<file path="src/rtl/mp_pkg.sv">
// Shared constants and encodings for the next-PC path (decode, debug and the
// next-address generator all agree on these).
package mp_pkg;

  localparam int AW = 8;
  localparam logic [AW-1:0] RESET_VEC = 8'h00;

  // Sequencer state encoding
  typedef enum logic [1:0] {
    BOOT = 2'd0,
    RUN  = 2'd1,
    HALT = 2'd2
  } state_e;

  // Next-PC source select
  typedef enum logic [2:0] {
    SEL_HOLD,
    SEL_INC,
    SEL_JMP,
    SEL_BR,
    SEL_RET,
    SEL_VEC
  } sel_e;

endpackage

</file>
<file path="src/rtl/next_pc_unit_ras_stack.sv">
// Return-address stack: DEPTH x AW LIFO. A push and a pop in the same cycle
// is treated as a pop only. Push when full and pop when empty are dropped;
// the caller flags those as errors.
module ras_stack #(
  parameter int AW    = 8,
  parameter int DEPTH = 4
) (
  input  logic                       clk,
  input  logic                       rst_n,
  input  logic                       push,
  input  logic                       pop,
  input  logic [AW-1:0]              din,
  output logic [AW-1:0]              top,
  output logic [$clog2(DEPTH):0]     depth,
  output logic                       full,
  output logic                       empty
);

  localparam int PW = $clog2(DEPTH);

  logic [AW-1:0] mem_q [DEPTH];
  logic [PW:0]   sp_q;
  logic [PW:0]   sp_d;
  logic          do_push;
  logic          do_pop;
  logic [PW-1:0] wr_idx;
  logic [PW-1:0] top_idx;

  assign full    = (sp_q == (PW+1)'(DEPTH));
  assign empty   = (sp_q == '0);
  assign do_pop  = pop && !empty;
  assign do_push = push && !pop && !full;
  // When full the low bits wrap to zero, so top_idx still lands on DEPTH-1.
  assign wr_idx  = sp_q[PW-1:0];
  assign top_idx = sp_q[PW-1:0] - PW'(1);
  assign top     = mem_q[top_idx];
  assign depth   = sp_q;

  // Next stack-pointer value
  always_comb begin
    sp_d = sp_q;
    if (do_pop)       sp_d = sp_q - (PW+1)'(1);
    else if (do_push) sp_d = sp_q + (PW+1)'(1);
  end

  // Stack pointer; contents are left untouched by reset
  always_ff @(posedge clk or negedge rst_n) begin
    if (!rst_n) sp_q <= '0;
    else        sp_q <= sp_d;
  end

  // Entry storage written on an accepted push
  always_ff @(posedge clk) begin
    if (do_push) mem_q[wr_idx] <= din;
  end

endmodule

</file>
<file path="src/rtl/next_pc_unit.sv">
// Next-address generator feeding the pc register. next_pc is combinational
// from the sequencer state and this cycle's controls; the pc register adds
// the one-cycle delay.
module next_pc_unit
  import mp_pkg::*;
#(
  parameter int              AW        = mp_pkg::AW,
  parameter int              DEPTH     = 4,
  parameter logic [AW-1:0]   RESET_VEC = mp_pkg::RESET_VEC
) (
  input  logic                   clk,
  input  logic                   rst_n,
  input  logic [AW-1:0]          pc_cur,
  input  logic                   stall,
  input  logic                   jmp,
  input  logic                   br,
  input  logic                   br_taken,
  input  logic [AW-1:0]          br_off,
  input  logic [AW-1:0]          tgt_addr,
  input  logic                   call,
  input  logic                   ret,
  input  logic                   halt,
  input  logic                   resume,
  output logic [AW-1:0]          next_pc,
  output logic [$clog2(DEPTH):0] sp_depth,
  output logic                   err_ovf,
  output logic                   err_unf,
  output logic                   halted
);

  state_e        state_q, state_d;
  sel_e          sel;
  logic          push, pop, set_ovf, set_unf;
  logic          stk_full, stk_empty;
  logic [AW-1:0] stk_top;
  logic [AW-1:0] pc_inc;
  logic          err_ovf_q, err_unf_q;

  // Increment and branch add both wrap modulo 2^AW; the offset is already
  // AW-bit two's complement so a plain add sign-extends for free.
  assign pc_inc = pc_cur + AW'(1);

  ras_stack #(.AW(AW), .DEPTH(DEPTH)) u_ras (
    .clk   (clk),
    .rst_n (rst_n),
    .push  (push),
    .pop   (pop),
    .din   (pc_inc),
    .top   (stk_top),
    .depth (sp_depth),
    .full  (stk_full),
    .empty (stk_empty)
  );

  // Control decode: select source, stack ops, error sets and next state
  always_comb begin
    sel     = SEL_INC;
    push    = 1'b0;
    pop     = 1'b0;
    set_ovf = 1'b0;
    set_unf = 1'b0;
    state_d = state_q;
    case (state_q)
      BOOT: begin
        sel     = SEL_VEC;
        state_d = RUN;
      end
      RUN: begin
        if (halt) begin
          sel     = SEL_HOLD;
          state_d = HALT;
        end else if (stall) begin
          sel = SEL_HOLD;
        end else if (ret) begin
          if (!stk_empty) begin
            sel = SEL_RET;
            pop = 1'b1;
          end else begin
            sel     = SEL_INC;
            set_unf = 1'b1;
          end
        end else if (call) begin
          sel = SEL_JMP;
          if (!stk_full) push = 1'b1;
          else           set_ovf = 1'b1;
        end else if (jmp) begin
          sel = SEL_JMP;
        end else if (br && br_taken) begin
          sel = SEL_BR;
        end
      end
      HALT: begin
        sel = SEL_HOLD;
        if (resume) state_d = RUN;
      end
      default: begin
        sel     = SEL_VEC;
        state_d = BOOT;
      end
    endcase
  end

  // Next-PC source mux
  always_comb begin
    next_pc = RESET_VEC;
    case (sel)
      SEL_HOLD: next_pc = pc_cur;
      SEL_INC:  next_pc = pc_inc;
      SEL_JMP:  next_pc = tgt_addr;
      SEL_BR:   next_pc = pc_cur + br_off;
      SEL_RET:  next_pc = stk_top;
      default:  next_pc = RESET_VEC;
    endcase
  end

  // Sequencer state and sticky error flags
  always_ff @(posedge clk or negedge rst_n) begin
    if (!rst_n) begin
      state_q   <= BOOT;
      err_ovf_q <= 1'b0;
      err_unf_q <= 1'b0;
    end else begin
      state_q   <= state_d;
      err_ovf_q <= err_ovf_q | set_ovf;
      err_unf_q <= err_unf_q | set_unf;
    end
  end

  assign err_ovf = err_ovf_q;
  assign err_unf = err_unf_q;
  assign halted  = (state_q == HALT);

endmodule

</file>
<file path="config.mk">
export PLATFORM = sky130hd
export DESIGN_NAME = next_pc_unit
export DESIGN_NICKNAME = d
export VERILOG_FILES = /design/src/rtl/mp_pkg.sv /design/src/rtl/next_pc_unit_ras_stack.sv /design/src/rtl/next_pc_unit.sv
export SDC_FILE = /design/constraint.sdc
export NUM_CORES = 1
export LEC_CHECK = 0
export CAP_MARGIN = 15
export CORE_MARGIN = 5
export CORE_UTILIZATION = 45
export DETAILED_ROUTE_END_ITERATION = 8
export PLACE_DENSITY_LB_ADDON = 0.08
export SETUP_SLACK_MARGIN = 0.05
export SLEW_MARGIN = 20
export SYNTH_ARGS = -nofsm -noshare
export SYNTH_HDL_FRONTEND = slang
export SYNTH_SLANG_ARGS = --single-unit
</file>
<file path="constraint.sdc">
create_clock -name clk -period 2.8 [get_ports clk]
set_input_delay 0.56 -clock clk [delete_from_list [all_inputs] [get_ports clk]]
set_output_delay 0.56 -clock clk [all_outputs]
set_load 0.005 [all_outputs]
</file>
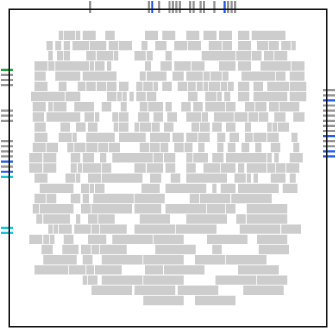
*Pin placement*
Pins as bars across the die edge, other pins in grey.
- sp_depth: cyan (pins 3; direction output; edge left)
- tgt_addr: blue (pins 8; direction input; edge 4 right, 2 top, 2 left)
- resume: green (pins 1; direction input; edge left)
number of buffers added on ports: 47
die outline height: 84.29 µm
horizontal die dimension: 84.29 µm

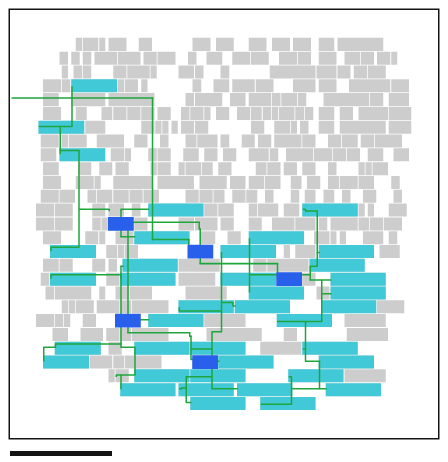
*Routed clock nets over the placement*
The bar under the picture is 20 µm long.
- flip-flops: cyan (count 39)
- clock wires: green (length 457 µm)
- clock drivers: blue (count 5)
- routed clock nets: 6
share of total power in the clock network: 13.5%
clock group total power: 0.000474 W
Fin Clk Skew: 0.006746 ns

==> flow_results.xml <==
<?xml version="1.0" encoding="UTF-8"?>
<metrics>
  <group name="run_status">
    <metric name="outcome" unit="">finished, violations left</metric>
    <metric name="failed_checks" unit="">negative setup slack</metric>
  </group>
  <group name="logic_synthesis">
    <metric name="synth.cellmix.adderShare" unit="%">9.673</metric>
    <metric name="synth.lib_cells_used.distinct" unit="">50</metric>
  </group>
  <group name="final_timing">
    <metric name="max_slew_margin" unit="%">75.09</metric>
    <metric name="timing.final.setup_violations" unit="">8</metric>
    <metric name="final.setup.worst_slack" unit="ns">-0.1406</metric>
  </group>
  <group name="power">
    <metric name="power-per-cell-area" unit="nW/µm²">914.9</metric>
    <metric name="cell_internal_pwr" unit="W">0.002277</metric>
  </group>
  <group name="worst_setup_path">
    <metric name="critPathArrivalTime" unit="ns">2.38</metric>
    <metric name="worst-path-max-fanout" unit="">5</metric>
  </group>
  <group name="place">
    <metric name="place_ws" unit="ns">-0.7538</metric>
  </group>
  <group name="floorplanning">
    <metric name="tap_cells" unit="">72</metric>
  </group>
  <group name="route">
    <metric name="average_detailed_routed_wire_length_per_instance" unit="µm">16.08</metric>
    <metric name="wl_met1" unit="µm">2586</metric>
  </group>
  <group name="finish">
    <metric name="logic_gates" unit="">154</metric>
    <metric name="clk_share" unit="%">2.998</metric>
    <metric name="layout.nonclk_buf_share" unit="%">26.43</metric>
    <metric name="registers.top_by_ff_count" unit="">u_ras.mem_q</metric>
  </group>
  <group name="clocking">
    <metric name="htree_levels" unit="">2</metric>
  </group>
</metrics>
No activity file was given, so power comes from the tool's default toggle rates.
